`src/rtl/pipeline_stall_ctrl_if.sv`:
```
// Stall/flush controller bus: hazard and memory-status inputs from the
// pipeline, write-enable / bubble / flush controls and status back to it.
// The controller uses the slave modport; the pipeline side uses master.
interface pipeline_stall_ctrl_if;
  logic        hazard_i;
  logic        branch_taken_i;
  logic        dmem_busy_i;
  logic        pc_write_o;
  logic        if_id_write_o;
  logic        if_id_flush_o;
  logic        id_ex_bubble_o;
  logic        pipe_hold_o;
  logic        mem_timeout_o;
  logic [31:0] stall_cycles_o;
  logic [31:0] flush_cycles_o;

  modport master (
    output hazard_i, branch_taken_i, dmem_busy_i,
    input  pc_write_o, if_id_write_o, if_id_flush_o, id_ex_bubble_o,
           pipe_hold_o, mem_timeout_o, stall_cycles_o, flush_cycles_o
  );

  modport slave (
    input  hazard_i, branch_taken_i, dmem_busy_i,
    output pc_write_o, if_id_write_o, if_id_flush_o, id_ex_bubble_o,
           pipe_hold_o, mem_timeout_o, stall_cycles_o, flush_cycles_o
  );
endinterface

```
`src/rtl/pipeline_stall_ctrl.sv`:
```
// Central stall/flush controller for the 5-stage pipeline.
// Priority: ERROR > dmem busy > branch redirect > load-use hazard.
// Optional macro STALL_PERF_EN builds the stall/flush perf counters;
// without it both counter ports are tied to zero.
module pipeline_stall_ctrl #(
  parameter int unsigned FLUSH_CYCLES = 1,
  parameter int unsigned TIMEOUT      = 64,
  parameter int unsigned CNT_W        = 8
) (
  input  logic                clk_i,
  input  logic                rst_n_i,
  pipeline_stall_ctrl_if.slave ctrl
);

  typedef enum logic [1:0] {RUN, FLUSH, MEM_WAIT, ERROR} state_e;

  localparam logic [2:0]       FL_RELOAD = 3'(FLUSH_CYCLES - 1);
  localparam logic [CNT_W-1:0] WD_LIMIT  = CNT_W'(TIMEOUT);

  state_e           state_q, state_d;
  state_e           ret_q, ret_d;
  state_e           eff;
  logic [2:0]       fl_cnt_q, fl_cnt_d;
  logic [CNT_W-1:0] wd_cnt_q, wd_cnt_d, wd_inc;
  logic             pc_write, if_id_write, if_id_flush, id_ex_bubble, pipe_hold;

  // Next state and combinational controls; a MEM_WAIT cycle that sees busy
  // drop is evaluated as the saved return state so the pipeline advances.
  always_comb begin
    pc_write     = 1'b1;
    if_id_write  = 1'b1;
    if_id_flush  = 1'b0;
    id_ex_bubble = 1'b0;
    pipe_hold    = 1'b0;
    state_d      = state_q;
    ret_d        = ret_q;
    fl_cnt_d     = fl_cnt_q;
    wd_cnt_d     = wd_cnt_q;
    eff          = (state_q == MEM_WAIT) ? ret_q : state_q;
    wd_inc       = (wd_cnt_q == '1) ? wd_cnt_q : wd_cnt_q + CNT_W'(1);

    if (state_q == ERROR) begin
      pc_write    = 1'b0;
      if_id_write = 1'b0;
      pipe_hold   = 1'b1;
    end else if (ctrl.dmem_busy_i) begin
      pc_write    = 1'b0;
      if_id_write = 1'b0;
      pipe_hold   = 1'b1;
      if (state_q == MEM_WAIT) begin
        wd_cnt_d = wd_inc;
        if ((TIMEOUT != 0) && (wd_inc >= WD_LIMIT)) state_d = ERROR;
      end else begin
        state_d  = MEM_WAIT;
        ret_d    = state_q;
        wd_cnt_d = CNT_W'(1);
      end
    end else begin
      wd_cnt_d = '0;
      state_d  = eff;
      if (ctrl.branch_taken_i) begin
        if_id_flush  = 1'b1;
        id_ex_bubble = 1'b1;
        if (FLUSH_CYCLES > 1) begin
          state_d  = FLUSH;
          fl_cnt_d = FL_RELOAD;
        end else begin
          state_d  = RUN;
        end
      end else if (eff == FLUSH) begin
        if_id_flush  = 1'b1;
        id_ex_bubble = 1'b1;
        if (fl_cnt_q <= 3'd1) state_d  = RUN;
        else                  fl_cnt_d = fl_cnt_q - 3'd1;
      end else if (ctrl.hazard_i) begin
        pc_write     = 1'b0;
        if_id_write  = 1'b0;
        id_ex_bubble = 1'b1;
      end
    end
  end

  // State, return-state, flush and watchdog counters.
  always_ff @(posedge clk_i or negedge rst_n_i) begin
    if (!rst_n_i) begin
      state_q  <= RUN;
      ret_q    <= RUN;
      fl_cnt_q <= '0;
      wd_cnt_q <= '0;
    end else begin
      state_q  <= state_d;
      ret_q    <= ret_d;
      fl_cnt_q <= fl_cnt_d;
      wd_cnt_q <= wd_cnt_d;
    end
  end

  assign ctrl.pc_write_o     = rst_n_i & pc_write;
  assign ctrl.if_id_write_o  = rst_n_i & if_id_write;
  assign ctrl.if_id_flush_o  = ~rst_n_i | if_id_flush;
  assign ctrl.id_ex_bubble_o = ~rst_n_i | id_ex_bubble;
  assign ctrl.pipe_hold_o    = rst_n_i & pipe_hold;
  assign ctrl.mem_timeout_o  = (state_q == ERROR);

`ifdef STALL_PERF_EN
  logic [31:0] stall_cnt_q, flush_cnt_q;

  // Wrapping perf counters for stall and flush cycles.
  always_ff @(posedge clk_i or negedge rst_n_i) begin
    if (!rst_n_i) begin
      stall_cnt_q <= '0;
      flush_cnt_q <= '0;
    end else begin
      if (!pc_write && (state_q != ERROR)) stall_cnt_q <= stall_cnt_q + 32'd1;
      if (if_id_flush)                     flush_cnt_q <= flush_cnt_q + 32'd1;
    end
  end

  assign ctrl.stall_cycles_o = stall_cnt_q;
  assign ctrl.flush_cycles_o = flush_cnt_q;
`else
  assign ctrl.stall_cycles_o = '0;
  assign ctrl.flush_cycles_o = '0;
`endif

endmodule
```
`src/flat_wrapper.sv`:
```
// flat-port wrapper written by rule: the top's interface ports become plain ports
module pipeline_stall_ctrl_flat 
#(
  parameter int unsigned FLUSH_CYCLES = 1,
  parameter int unsigned TIMEOUT      = 64,
  parameter int unsigned CNT_W        = 8
)
  (clk_i, rst_n_i, ctrl_hazard_i, ctrl_branch_taken_i, ctrl_dmem_busy_i, ctrl_pc_write_o, ctrl_if_id_write_o, ctrl_if_id_flush_o, ctrl_id_ex_bubble_o, ctrl_pipe_hold_o, ctrl_mem_timeout_o, ctrl_stall_cycles_o, ctrl_flush_cycles_o);
  pipeline_stall_ctrl_if ctrl_i ();
  input  logic clk_i;
  input  logic rst_n_i;
  input wire logic [$bits(ctrl_i.hazard_i)-1:0] ctrl_hazard_i;
  input wire logic [$bits(ctrl_i.branch_taken_i)-1:0] ctrl_branch_taken_i;
  input wire logic [$bits(ctrl_i.dmem_busy_i)-1:0] ctrl_dmem_busy_i;
  output wire logic [$bits(ctrl_i.pc_write_o)-1:0] ctrl_pc_write_o;
  output wire logic [$bits(ctrl_i.if_id_write_o)-1:0] ctrl_if_id_write_o;
  output wire logic [$bits(ctrl_i.if_id_flush_o)-1:0] ctrl_if_id_flush_o;
  output wire logic [$bits(ctrl_i.id_ex_bubble_o)-1:0] ctrl_id_ex_bubble_o;
  output wire logic [$bits(ctrl_i.pipe_hold_o)-1:0] ctrl_pipe_hold_o;
  output wire logic [$bits(ctrl_i.mem_timeout_o)-1:0] ctrl_mem_timeout_o;
  output wire logic [$bits(ctrl_i.stall_cycles_o)-1:0] ctrl_stall_cycles_o;
  output wire logic [$bits(ctrl_i.flush_cycles_o)-1:0] ctrl_flush_cycles_o;
  assign ctrl_i.hazard_i = ctrl_hazard_i;
  assign ctrl_i.branch_taken_i = ctrl_branch_taken_i;
  assign ctrl_i.dmem_busy_i = ctrl_dmem_busy_i;
  assign ctrl_pc_write_o = ctrl_i.pc_write_o;
  assign ctrl_if_id_write_o = ctrl_i.if_id_write_o;
  assign ctrl_if_id_flush_o = ctrl_i.if_id_flush_o;
  assign ctrl_id_ex_bubble_o = ctrl_i.id_ex_bubble_o;
  assign ctrl_pipe_hold_o = ctrl_i.pipe_hold_o;
  assign ctrl_mem_timeout_o = ctrl_i.mem_timeout_o;
  assign ctrl_stall_cycles_o = ctrl_i.stall_cycles_o;
  assign ctrl_flush_cycles_o = ctrl_i.flush_cycles_o;
  pipeline_stall_ctrl #(.FLUSH_CYCLES(FLUSH_CYCLES), .TIMEOUT(TIMEOUT), .CNT_W(CNT_W)) u_core (.clk_i(clk_i), .rst_n_i(rst_n_i), .ctrl(ctrl_i));
endmodule
```
`config.mk`:
```
export PLATFORM = sky130hd
export DESIGN_NAME = pipeline_stall_ctrl_flat
export DESIGN_NICKNAME = d
export VERILOG_FILES = /design/src/rtl/pipeline_stall_ctrl_if.sv /design/src/rtl/pipeline_stall_ctrl.sv /design/src/flat_wrapper.sv
export SDC_FILE = /design/constraint.sdc
export NUM_CORES = 1
export LEC_CHECK = 0
export CORE_ASPECT_RATIO = 1.5
export CORE_MARGIN = 2
export CORE_UTILIZATION = 36
export DETAILED_ROUTE_END_ITERATION = 12
export PLACE_DENSITY = 0.77
export SYNTH_ARGS = -nofsm -noshare
export SYNTH_HDL_FRONTEND = slang
export SYNTH_SLANG_ARGS = --single-unit
```
`constraint.sdc`:
```
create_clock -name clk_i -period 1.5 [get_ports clk_i]
set_input_delay 0.225 -clock clk_i [delete_from_list [all_inputs] [get_ports clk_i]]
set_output_delay 0.225 -clock clk_i [all_outputs]
set_load 0.01 [all_outputs]
```
util_map.png
6 x 8 tiles, from white (low) to dark blue (high), 0 to 100% covered.
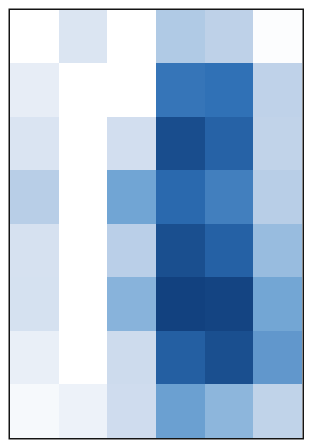
The mean over all tiles is 36%. 19% of the tiles are over 75% full. The fullest tile reaches 93%.
core area: 3720 sq um
final core utilization: 44.6%

placed.png
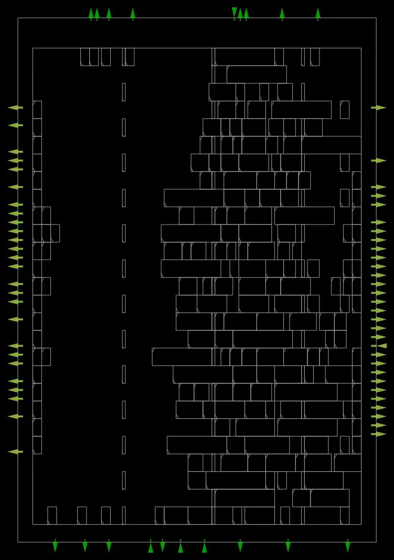
final cell count without fillers: 245
Site Rows: 27

==> reports/metrics.yaml <==
yosys:
  netlist_top_cells_count: "buf_4, dfrtp_1, a21oi_1"
  top_cell: "buf_4"
  synth_stat.cells: 169
  flop_cell: "dfrtp_1"
  ys_seq_share_pct: 26.5
  synth.largest_area_cell: "buf_4"
  ys_chip_area_sq_um: 1420
  ys_ff: 15
  area_leaders: "buf_4, dfrtp_1, a21oi_1"
  netlist_area_sq_um: 1420
  edf_count: 0
  ys_sh_aoi_pct: 14.1
  yosys_warnings: 0
  async_reset_ff_share_pct: 100
  synthTopLogicFamily: "buffers and inverters"
critical_path:
  crit_arrival_ns: 1.53
  crit_path_start: "u_core.state_q[0]"
  required_ns: 1.27
  cp-endpoint: "ctrl_pc_write_o"
  r2r-end: "u_core.state_q[0]"
  crit_slowest_cell: "dfrtp_1"
  start_kind: "flip-flop"
  path_cells: "and4bb_1 > nor3_4 > buf_6 > buf_6 > a21oi_4 > buf_6"
  max_stage_delay_ns: 0.40
  rrSetupSlack_ns: -0.13
finish:
  final_area_sq_um: 1660
  nNonClkBuffers: 35
  num-multi-input-gates: 138
  nets: 211
  flops: 15
  flop_area_sq_um: 377
  comb_area_share_pct: 51.2
  buf_share_pct: 17.7
  fillers: 339
  clk_share_pct: 2.71
sta:
  max_freq_mhz: 569
  finalSetupViolCount: 10
  slew_viol_final: 0
  finalCritPeriodShare_pct: 117
  fin_setup_tns_ns: -1.21
  finalCriticalPeriod_ns: 1.76
  setup_ws_ns: -0.257
  rsz0062_at_grt: "true"
global_routing:
  grt_pass1_vias: 882
  grt_pass1_wl_microns: 3950
  antenna_found_initial: 0
  use_met3_pct: 1.59
  grt_max_degree: 16
placed_design:
  place_ws_ns: -0.456
  gp_congestion: 0.761
  dp_hpwl_microns: 1920
  placed_cell_area_sq_um: 1480
pwr:
  pg_clk_mw: 0.328
  finalPower_mw: 1.35
  pg_seq_mw: 0.539
  power.switching_mw: 0.460
  clkPwrFrac_pct: 24.3
  power_density_nw_per_um2: 814
  total_leakage_power_nw: 0.853
detailed_routing:
  met2WireLength_microns: 1390
  routed_via_density: 4.33
  antenna_left: 0
  drc_errors: 0
  wire_per_inst_microns: 10.5
cts:
  clk_pin_slew_ns: 0.06
  root_buffer: "clkbuf_8"
  clock_latency_ns: 0.25
  postCtsHoldBufs: 0
  cts_tree: "yes"
job:
  warning_count: 30
min_path:
  hold_path_class: "primary input to async pin"
run_status:
  outcome: "complete, but fails checks"
  violations: "setup timing"
floorplanning:
  die_area_sq_um: 4460
m1.png
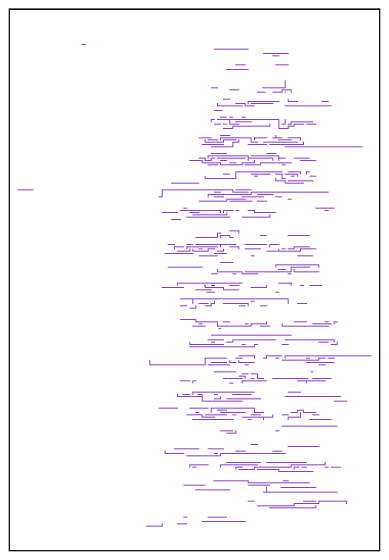
The layer holds 37% of the routed length. 133 nets have wire on it. The longest straight run is 16.1 microns. The layer carries 950 microns of wire.
final WL: 2580 microns
total number of vias: 1062
GR Util met1: 11.3%

m2.png
Cells faint in the background.
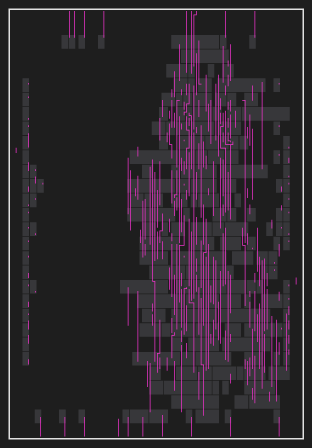
The layer carries 1390 microns of wire. 193 nets have wire on it. The longest straight run is 31.3 microns.
GR Util met2: 22.3%

Power is estimated from default activity; no workload was simulated.
